===== src/rtl/qr_array_sched.sv =====
// Row sequencer for the Givens-rotation QR systolic array: skewed per-column launches,
// rotate enables and array clear. Optional stall counter under QR_SCHED_STALL_CNT_EN.
module qr_array_sched #(
    parameter int N_COLS     = 4,
    parameter int N_ROWS     = 8,
    parameter int DATA_WIDTH = 20,
    parameter int ROT_CYCLES = 4
) (
    input  logic                           clk,
    input  logic                           rst_n,
    input  logic                           start_i,
    input  logic                           in_valid_i,
    output logic                           in_ready_o,
    input  logic [DATA_WIDTH*N_COLS-1:0]   in_data_i,
    output logic [DATA_WIDTH*N_COLS-1:0]   feed_data_o,
    output logic [N_COLS-1:0]              feed_valid_o,
    output logic [N_COLS-1:0]              rotates_o,
    output logic                           clr_o,
    output logic                           busy_o,
    output logic                           done_o,
`ifdef QR_SCHED_STALL_CNT_EN
    output logic [15:0]                    stall_cnt_o,
`endif
    output logic [$clog2(N_ROWS+1)-1:0]    row_cnt_o
);

    localparam int SW = $clog2(ROT_CYCLES);
    localparam int CW = $clog2(N_ROWS + 1);
    localparam int RW = DATA_WIDTH * N_COLS;
    localparam logic [SW-1:0] SLOT_LAST = SW'(ROT_CYCLES - 1);
    localparam logic [CW-1:0] ROWS_MAX  = CW'(N_ROWS);
    localparam logic [CW-1:0] ROWS_LAST = CW'(N_ROWS - 1);

    typedef enum logic [2:0] {S_IDLE, S_CLEAR, S_FEED, S_DRAIN, S_DONE} state_t;

    state_t            state_q, state_d;
    logic [SW-1:0]     slot_q, slot_d;
    logic [CW-1:0]     row_cnt_q, row_cnt_d;
    logic [N_COLS-1:0] launch_q, launch_d;
    logic [N_COLS-1:0] rot_q, rot_d;
    logic [SW-1:0]     rcnt_q [N_COLS];
    logic [SW-1:0]     rcnt_d [N_COLS];
    logic [RW-1:0]     row_q  [N_COLS];
    logic [RW-1:0]     row_d  [N_COLS];
    logic              accept;

    always_comb begin
        in_ready_o = (state_q == S_FEED) && (slot_q == '0) && (row_cnt_q < ROWS_MAX);
        accept     = in_ready_o && in_valid_i;
    end

    // Skew pipeline: column j launches the cycle after column j-1 finishes its rotation
    // pass, carrying the row forward so later columns still see it after new rows arrive.
    always_comb begin
        launch_d = '0;
        rot_d    = rot_q;
        for (int j = 0; j < N_COLS; j++) begin
            rcnt_d[j] = rcnt_q[j];
            row_d[j]  = row_q[j];
        end
        if (state_q == S_CLEAR) begin
            rot_d = '0;
            for (int j = 0; j < N_COLS; j++) begin
                rcnt_d[j] = '0;
                row_d[j]  = '0;
            end
        end else begin
            launch_d[0] = accept;
            for (int j = 1; j < N_COLS; j++) begin
                launch_d[j] = rot_q[j-1] && (rcnt_q[j-1] == SLOT_LAST);
            end
            for (int j = 0; j < N_COLS; j++) begin
                if (launch_d[j]) begin
                    rot_d[j]  = 1'b1;
                    rcnt_d[j] = '0;
                end else if (rot_q[j]) begin
                    if (rcnt_q[j] == SLOT_LAST) begin
                        rot_d[j] = 1'b0;
                    end
                    rcnt_d[j] = rcnt_q[j] + 1'b1;
                end
            end
            if (accept) begin
                row_d[0] = in_data_i;
            end
            for (int j = 1; j < N_COLS; j++) begin
                if (launch_d[j]) begin
                    row_d[j] = row_q[j-1];
                end
            end
        end
    end

    always_comb begin
        state_d   = state_q;
        slot_d    = slot_q;
        row_cnt_d = row_cnt_q;
        case (state_q)
            S_IDLE: begin
                if (start_i) state_d = S_CLEAR;
            end
            S_CLEAR: begin
                slot_d    = '0;
                row_cnt_d = '0;
                state_d   = S_FEED;
            end
            S_FEED: begin
                slot_d = slot_q + 1'b1;
                if (accept) begin
                    row_cnt_d = row_cnt_q + 1'b1;
                    if (row_cnt_q == ROWS_LAST) state_d = S_DRAIN;
                end
            end
            S_DRAIN: begin
                // Looking at next-cycle enables lets DONE follow the last rotate cycle directly.
                if ((rot_d == '0) && (launch_d == '0)) state_d = S_DONE;
            end
            S_DONE: begin
                state_d = S_IDLE;
            end
            default: begin
                state_d = S_IDLE;
            end
        endcase
    end

    always_ff @(posedge clk or negedge rst_n) begin
        if (!rst_n) begin
            state_q   <= S_IDLE;
            slot_q    <= '0;
            row_cnt_q <= '0;
            launch_q  <= '0;
            rot_q     <= '0;
            for (int j = 0; j < N_COLS; j++) begin
                rcnt_q[j] <= '0;
                row_q[j]  <= '0;
            end
        end else begin
            state_q   <= state_d;
            slot_q    <= slot_d;
            row_cnt_q <= row_cnt_d;
            launch_q  <= launch_d;
            rot_q     <= rot_d;
            for (int j = 0; j < N_COLS; j++) begin
                rcnt_q[j] <= rcnt_d[j];
                row_q[j]  <= row_d[j];
            end
        end
    end

`ifdef QR_SCHED_STALL_CNT_EN
    logic [15:0] stall_q, stall_d;

    always_comb begin
        stall_d = stall_q;
        if (state_q == S_CLEAR) begin
            stall_d = '0;
        end else if (in_ready_o && !in_valid_i && (stall_q != 16'hFFFF)) begin
            stall_d = stall_q + 1'b1;
        end
    end

    always_ff @(posedge clk or negedge rst_n) begin
        if (!rst_n) stall_q <= '0;
        else        stall_q <= stall_d;
    end

    assign stall_cnt_o = stall_q;
`endif

    always_comb begin
        feed_data_o = '0;
        for (int j = 0; j < N_COLS; j++) begin
            feed_data_o[j*DATA_WIDTH +: DATA_WIDTH] = row_q[j][j*DATA_WIDTH +: DATA_WIDTH];
        end
    end

    assign feed_valid_o = launch_q;
    assign rotates_o    = rot_q;
    assign clr_o        = (state_q == S_CLEAR);
    assign busy_o       = (state_q != S_IDLE);
    assign done_o       = (state_q == S_DONE);
    assign row_cnt_o    = row_cnt_q;

endmodule


===== config.mk =====
export PLATFORM = sky130hd
export DESIGN_NAME = qr_array_sched
export DESIGN_NICKNAME = d
export VERILOG_FILES = /design/src/rtl/qr_array_sched.sv
export SDC_FILE = /design/constraint.sdc
export NUM_CORES = 1
export LEC_CHECK = 0
export CAP_MARGIN = 20
export CORE_MARGIN = 5
export CORE_UTILIZATION = 55
export CTS_BUF_LIST = sky130_fd_sc_hd__clkbuf_4 sky130_fd_sc_hd__clkbuf_8
export DETAILED_ROUTE_END_ITERATION = 7
export GPL_TIMING_DRIVEN = 0
export PLACE_DENSITY = 0.94
export REMOVE_ABC_BUFFERS = 1
export SLEW_MARGIN = 25
export SYNTH_ARGS = -nofsm -noshare
export SYNTH_HDL_FRONTEND = slang
export SYNTH_SLANG_ARGS = --single-unit

===== constraint.sdc =====
create_clock -name clk -period 2.1 [get_ports clk]
set_input_delay 0.525 -clock clk [delete_from_list [all_inputs] [get_ports clk]]
set_output_delay 0.525 -clock clk [all_outputs]
set_load 0.01 [all_outputs]

==> results.yml, run 1 <==
# generated from flow reports
drt:
  vias: 8238
  detailedRoute.firstIterationViolations: 642
  drt_wl_total_mm: 28.08
  avgViaCountPerCell: 5.745
  detail_route.wirelength.met1_mm: 10.53
  wl_met2_mm: 14.05
  drtAntennaViolNets: 0
  maxUsedRoutingLayer: "met5"
  wl_met3_mm: 2.547
  drt_drc_violations_left: 0
  wl_per_cell_um: 19.58
  drtPass1Iterations: 5
cells_and_area:
  largest_register_ff_count: 120
  non_clock_inverter_count: 9
  top_register: "row_q"
  antenna_cells_inserted: 0
  largestClassByArea: "flip-flops and latches"
  register_area_um2: 5640
  fin_area_um2: 12590
  seq_area_share_pct: 44.82
  multi_input_comb_cells: 676
  num-nets-final: 1269
  area.growth.synth_to_final_pct: 26.51
  logic_share_of_the_area_pct: 26.15
  leading_cell_type_in_the_layout_fill_and_taps_excluded: "nand2_1"
  finished_core_util_pct: 70.30
  final_layout_size_suffix_gt1_share_pct: 12.53
  non_clock_buffer_area_share_pct: 19.46
  logic_area_um2: 3291
  clock_cell_area_share_pct: 6.174
  mostFrequentLayoutCells: "325 x nand2_1, 217 x dfrtp_1, 170 x clkdlybuf4s50_1"
  layoutNonFillerInstCount: 1434
  fillCellCount: 1279
power_and_ir_drop:
  netSwitchingFraction_pct: 36.90
  p_leak_nw: 5.589
  design_power_total_w: 0.01937
  p_comb_share_pct: 41.5
  powerSeq_w: 0.00732
  clock_power_share_pct: 20.7
  dominant_power_group: "combinational cells"
  power_report.internal_total_w: 0.01222
  worst_ir_drop_vdd_mv: 0.9990
  power_density_nw_per_um2: 1539
  pwr-share-seq_pct: 37.8
  p_comb_w: 0.00805
  p_sw_w: 0.007149
yosys:
  synthesis.yosys.warnings: 0
  yosys.area_share.xor_xnor_pct: 0.3522
  synth.top_cells.by_area: "dfrtp_1 57%, nand2_1 12%, a21oi_1 6.3%"
  yosys-dominant-comb-family: "simple AND/OR/NAND/NOR gates"
  synth.cellmix.adderShare_pct: 0.7546
  synth_top_area_share_pct: 56.60
  synth.cellmix.compoundShare_pct: 11.03
  ys_cells: 1075
  syn-mean-instance-area_um2: 9.254
  simple_gate_portion_of_the_synthesized_area_pct: 19.63
  most_common_cell: "nand2_1"
  synth_area_leader_cell: "dfrtp_1"
  yosys_area_um2: 9948
  synthMuxAreaShare_pct: 0.5031
  yosysSeqAreaShare_pct: 56.60
  post_synth_instance_area_um2: 9948
  synth_cells: 1075
  enable_flop_cells: 0
  yosysUniqueCellTypes: 40
  top_cells_by_count: "327 x nand2_1, 225 x dfrtp_1, 125 x a21oi_1"
  ys_async_sr_fraction_pct: 100.0
  postSynthRegisterBits: 225
critical_path:
  crit_cells: 6
  count_of_buffer_and_inverter_cells_on_the_critical_path: 3
  worst-setup-path-type: "reg2out"
  reg2reg_setup_slack_ns: 0.02
  worst_setup_path_endpoint: "in_ready_o"
  rr_endpoint: "row_q[311]"
  worst_setup_path_start_kind: "flop"
  required_ns: 1.57
  critical_path.cell_chain: "inv_2 > ha_4 > nor3b_4 > buf_12 > and2_4 > buf_6"
  rr_startpoint: "slot_q[1]"
  critPathMaxFanout: 2
  worstPathArrival_ns: 1.83
  endpoint_kind: "output port"
  critPathSlowestCell: "dfrtp_1"
  reg2regPathDepth: 8
  timing.critical_path.max_delay_family: "flip-flops"
  cp-startpoint: "slot_q[1]"
sta:
  fin_crit_ns: 2.355
  hold_viol: 0
  fin_crit_sh_pct: 112.2
  final_setup_violation_count: 3
  headroom_to_the_max_slew_limit_pct: 39.69
  drv_slew: 0
  worst_clock_skew_ns: 0.01580
  achievable-frequency_ghz: 0.4246
  layout_setup_ws_ns: -0.2552
  final.hold.worst_slack_ns: 0.4418
  tightestPinTransition_ns: 0.8921
  setup-tns-final_ns: -0.3316
status:
  outcome: "finished, violations left"
  violations: "setup timing"
floorplanning:
  std_cell_rows: 49
  floorplan.io_pins: 180
  die_height_um: 144.5
  floorplan.core_area_um2: 17900
  core_util_floorplan_pct: 55.57
  die_x_um: 144.5
  tap_cells: 229
cts:
  clock_tree.root_cell: "clkbuf_8"
  clk_transition_reported_paths_ns: 0.06
  htree_num_levels: 2
  ctsLongestPathBuffers: 3
  tritoncts_num_sinks: 225
  post-cts-setup-buffer-count: 21
  cts_inserted_buffers: 38
  post_cts.resized_instances: 40
  number_of_hold_repair_buffers_added_at_the_cts_stage: 1
  cts_tree: "yes"
worst_hold_path:
  worst_hold_path.endpoint: "feed_data_o[10]"
  min_from: "in_valid_i"
  min-delay-path-class: "in2reg"
global_routing:
  grt_util_met3_pct: 8.234
  groute.layer.met1.usage_pct: 32.84
  global_route.usage.met2_pct: 46.50
  grt_pass1_vias: 8610
  busiest_layer_in_global_routing: "met2"
  grt_antenna_before_repair: 1
  grt_start_max_net_pins: 98
  grt_overflow: 0
  global_route.usage.total_pct: 27.44
placement:
  dpl.hpwl_mm: 15.07
  post-place-cells: 1328
  place_worst_setup_slack_ns: -0.9768
  placed_cell_area_um2: 11290
  numPortBuffers: 179
  gp_routability_congestion: 0.7502
flow_run:
  drv.max_cap_violation_count: 0
==> run_1/cell_density.png <==
Scale: 2 px per µm. The die is cut into 14 by 14 equal tiles; white is low, dark blue is high, 0 to 100% covered.
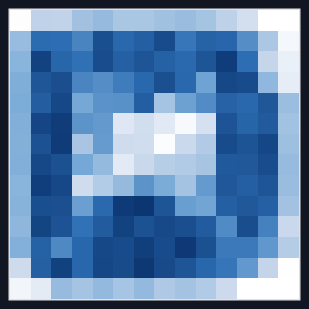
nearly empty tiles: 3.6%
fullest tile: 98%
emptiest ninth of the die: center

==> run_1/clocks.png <==
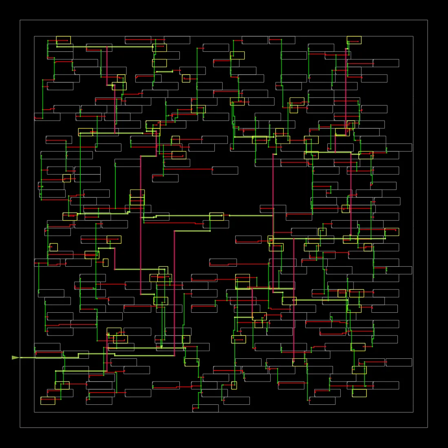
Worst-Skew Late Latency: 0.53 ns
flop count: 225
number of clock buffers in the layout: 60
Power Clock: 0.00400 W

==> run_1/layer_met3.png <==
Scale: 3 px per µm. Cells faint in the background.
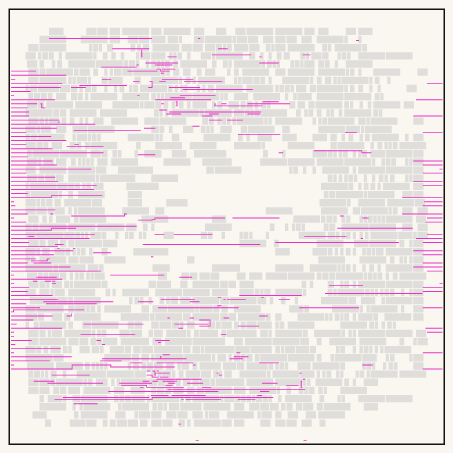
nets with wire on the layer: 193
longest straight run: 45.5 µm
share of all routed wire: 9.1%

==> run_1/clk_routes.png <==
Scale: 2 px per µm.
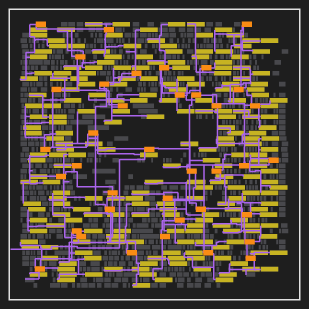
legend:
  clock drivers:
    color: orange
    count: 38
  flip-flops:
    color: yellow
    count: 225
  clock wires:
    color: purple
    length: 3,010 µm
flops lie: widely spread
routed clock nets: 39

==> run 1 -> run 2 <==
ABC_CLOCK_PERIOD_IN_PS = 2100   (was not set)
GPL_ROUTABILITY_DRIVEN = 0   (was not set)
==> run_2/clocks.png <==
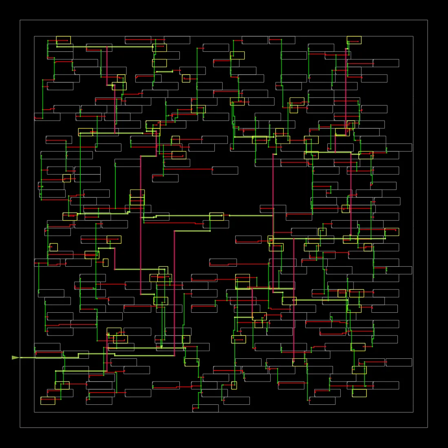
# clock sinks: 225
worst-case clock skew: 0.01580 ns
TritonCTS Buffers: 38

==> run_2/clk_routes.png <==
Scale: 2 px per µm.
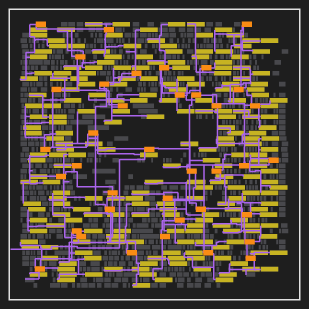
legend:
  clock drivers:
    color: orange
    count: 38
  flip-flops:
    color: yellow
    count: 225
  clock wires:
    color: purple
    length: 3,010 µm
routed clock nets: 39

==> results.yml, run 2 <==
# generated from flow reports
cells_and_area:
  non_clock_buffer_area_share_pct: 19.46
  multi_input_comb_cells: 676
  largest_register_ff_count: 120
  fillCellCount: 1279
  mostFrequentLayoutCells: "325 x nand2_1, 217 x dfrtp_1, 170 x clkdlybuf4s50_1"
  antenna_cells_inserted: 0
  num-nets-final: 1269
  logic_share_of_the_area_pct: 26.15
  layoutNonFillerInstCount: 1434
  final_layout_size_suffix_gt1_share_pct: 12.53
  leading_cell_type_in_the_layout_fill_and_taps_excluded: "nand2_1"
  area.growth.synth_to_final_pct: 26.51
drt:
  drt_wl_total_mm: 28.08
  drtAntennaViolNets: 0
  wl_met3_mm: 2.547
  wl_met2_mm: 14.05
  wl_per_cell_um: 19.58
  detail_route.wirelength.met1_mm: 10.53
sta:
  tightestPinTransition_ns: 0.8921
  headroom_to_the_max_slew_limit_pct: 39.69
  hold_viol: 0
  setup-tns-final_ns: -0.3316
  final_setup_violation_count: 3
  layout_setup_ws_ns: -0.2552
placement:
  numPortBuffers: 179
  post-place-cells: 1328
  dpl.hpwl_mm: 15.07
global_routing:
  global_route.usage.met2_pct: 46.50
  grt_antenna_before_repair: 1
  grt_util_met3_pct: 8.234
  groute.layer.met1.usage_pct: 32.84
  grt_overflow: 0
  grt_start_max_net_pins: 98
  global_route.usage.total_pct: 27.44
power_and_ir_drop:
  dominant_power_group: "combinational cells"
  pwr-share-seq_pct: 37.8
  powerSeq_w: 0.00732
  clock_power_share_pct: 20.7
  p_leak_nw: 5.589
  p_comb_w: 0.00805
  power_report.internal_total_w: 0.01222
floorplanning:
  core_util_floorplan_pct: 55.57
  floorplan.core_area_um2: 17900
  floorplan.io_pins: 180
  die_x_um: 144.5
  die_height_um: 144.5
  std_cell_rows: 49
worst_hold_path:
  worst_hold_path.endpoint: "feed_data_o[10]"
  min_from: "in_valid_i"
status:
  outcome: "finished, violations left"
  violations: "setup timing"
yosys:
  postSynthRegisterBits: 225
  enable_flop_cells: 0
  simple_gate_portion_of_the_synthesized_area_pct: 19.63
  synthMuxAreaShare_pct: 0.5031
  synth.top_cells.by_area: "dfrtp_1 57%, nand2_1 12%, a21oi_1 6.3%"
  yosys-dominant-comb-family: "simple AND/OR/NAND/NOR gates"
  top_cells_by_count: "327 x nand2_1, 225 x dfrtp_1, 125 x a21oi_1"
  synth.cellmix.compoundShare_pct: 11.03
  yosys.area_share.xor_xnor_pct: 0.3522
  most_common_cell: "nand2_1"
  yosys_area_um2: 9948
  synthesis.yosys.warnings: 0
  syn-mean-instance-area_um2: 9.254
critical_path:
  endpoint_kind: "output port"
  critPathSlowestCell: "dfrtp_1"
  reg2reg_setup_slack_ns: 0.02
  worst_setup_path_start_kind: "flop"
  required_ns: 1.57
  critPathMaxFanout: 2
  cp-startpoint: "slot_q[1]"
  crit_cells: 6
cts:
  post_cts.resized_instances: 40
  cts_tree: "yes"
flow_run:
  drv.max_cap_violation_count: 0
==> run_2/cell_density.png <==
Scale: 2 px per µm. The die is cut into 14 by 14 equal tiles; white is low, dark blue is high, 0 to 100% covered.
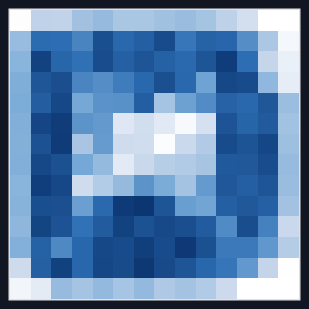

==> run 2 -> run 3 <==
CELL_PAD_IN_SITES_DETAIL_PLACEMENT = 1   (was not set)
CELL_PAD_IN_SITES_GLOBAL_PLACEMENT = 1   (was not set)
CORE_UTILIZATION = 41   (was 55)
PLACE_DENSITY = 0.93   (was 0.94)
SLEW_MARGIN = 10   (was 25)
==> run_3/cell_density.png <==
Scale: 2 px per µm. The die is cut into 17 by 17 equal tiles; white is low, dark blue is high, 0 to 100% covered.
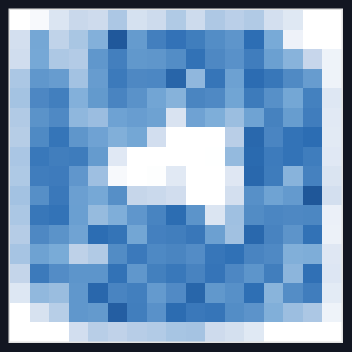
emptiest ninth of the die: center
densest ninth of the die: bottom center
nearly empty tiles: 9.3%
mean over tiles: 46%

==> run_3/layer_met1.png <==
Scale: 1.5 px per µm. Supply wires on this layer in gray.
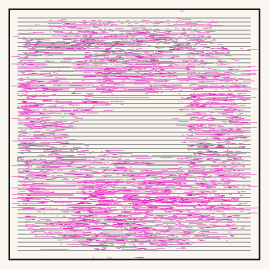
nets with wire on the layer: 1,153
main direction: horizontal
share of all routed wire: 38%
longest straight run: 44.2 µm
wire length on this layer: 13,100 µm

==> results.yml, run 3 <==
# generated from flow reports
critical_path:
  rr_startpoint: "state_q[2]"
  endpoint_kind: "output port"
  rr_endpoint: "row_q[302]"
  crit_cells: 5
  cp-startpoint: "state_q[2]"
  critical_path.cell_chain: "buf_4 > nor3b_4 > buf_12 > and2_4 > buf_6"
  reg2regPathDepth: 9
  critPathMaxFanout: 11
  timing.critical_path.max_delay_family: "flip-flops"
  critPathSlowestCell: "dfrtp_2"
  required_ns: 1.57
  worst_setup_path_start_kind: "flop"
  reg2reg_setup_slack_ns: 0.04
  worst-setup-path-type: "reg2out"
global_routing:
  groute.layer.met1.usage_pct: 27.72
  grt_pass1_wl_mm: 53.70
  grt_util_met3_pct: 6.332
  global_route.usage.met2_pct: 44.14
  grt_overflow: 0
  grt_antenna_before_repair: 0
  grt_start_max_net_pins: 101
  grt_pass1_vias: 9451
  busiest_layer_in_global_routing: "met2"
  global_route.usage.total_pct: 24.53
flow_run:
  drv.max_cap_violation_count: 0
cells_and_area:
  design.seq.count: 225
  fillCellCount: 2713
  largest_register_ff_count: 120
  layoutNonFillerInstCount: 1531
  seq_area_share_pct: 43.55
  final_layout_size_suffix_gt1_share_pct: 12.76
  non_clock_inverter_count: 9
  leading_cell_type_in_the_layout_fill_and_taps_excluded: "nand2_1"
  logic_share_of_the_area_pct: 25.49
  buffers: 230
  non_clock_buffer_area_share_pct: 20.11
  multi_input_comb_cells: 676
  num-nets-final: 1271
  area.growth.synth_to_final_pct: 30.17
  largestClassByArea: "flip-flops and latches"
  mostFrequentLayoutCells: "325 x nand2_1, 218 x dfrtp_1, 168 x clkdlybuf4s50_1"
  finished_core_util_pct: 53.72
  fin_area_um2: 12950
  antenna_cells_inserted: 0
cts:
  tritoncts_num_sinks: 225
  insertion_delay_ns: 0.53
  cts_inserted_buffers: 39
  htree_num_levels: 2
  cts_tree: "yes"
  clk_transition_reported_paths_ns: 0.07
  post_cts.resized_instances: 50
floorplanning:
  core_util_floorplan_pct: 41.27
  dieArea_um2: 27480
  floorplan.io_pins: 180
  die_height_um: 165.8
  die_x_um: 165.8
  floorplan.core_area_um2: 24110
  std_cell_rows: 57
status:
  outcome: "finished, violations left"
  violations: "setup timing"
yosys:
  yosys-dominant-comb-family: "simple AND/OR/NAND/NOR gates"
  most_common_cell: "nand2_1"
  synthMuxAreaShare_pct: 0.5031
  simple_gate_portion_of_the_synthesized_area_pct: 19.63
  syn-mean-instance-area_um2: 9.254
  top_cells_by_count: "327 x nand2_1, 225 x dfrtp_1, 125 x a21oi_1"
  synth.cellmix.compoundShare_pct: 11.03
  yosys.area_share.xor_xnor_pct: 0.3522
  synthesis.yosys.warnings: 0
  postSynthRegisterBits: 225
  yosys_area_um2: 9948
  synth.top_cells.by_area: "dfrtp_1 57%, nand2_1 12%, a21oi_1 6.3%"
  yosysUniqueCellTypes: 40
  post_synth_instance_area_um2: 9948
  enable_flop_cells: 0
  yosysSeqAreaShare_pct: 56.60
drt:
  detailedRoute.firstIterationViolations: 538
  avgViaCountPerCell: 5.499
  drt_wl_total_mm: 34.84
  drtAntennaViolNets: 0
  wl_met3_mm: 2.396
  drtPass1Iterations: 5
  drt_drc_violations_left: 0
  vias: 8419
  wl_met2_mm: 18.07
  detail_route.wirelength.met1_mm: 13.12
  wl_per_cell_um: 22.76
sta:
  hold_viol: 0
  achievable-frequency_ghz: 0.4343
  final_setup_violation_count: 3
  tightestPinTransition_ns: 0.8320
  worst_clock_skew_ns: 0.01740
  layout_setup_ws_ns: -0.2025
  rsz0062_at_grt: "true"
  setup-tns-final_ns: -0.3924
  fin_crit_sh_pct: 109.6
  headroom_to_the_max_slew_limit_pct: 44.28
power_and_ir_drop:
  power_density_nw_per_um2: 1590
  p_comb_w: 0.00862
  clock_power_share_pct: 22.0
  netSwitchingFraction_pct: 37.15
  pwr-share-seq_pct: 36.2
  powerSeq_w: 0.00744
  power_report.internal_total_w: 0.01294
  dominant_power_group: "combinational cells"
  p_leak_nw: 5.718
  worst_ir_drop_vdd_mv: 0.9366
placement:
  dpl.hpwl_mm: 17.75
  place_worst_setup_slack_ns: -1.320
  post-place-cells: 1422
  numPortBuffers: 179
Power figures rest on the tool's default switching activity, not on a simulated workload.
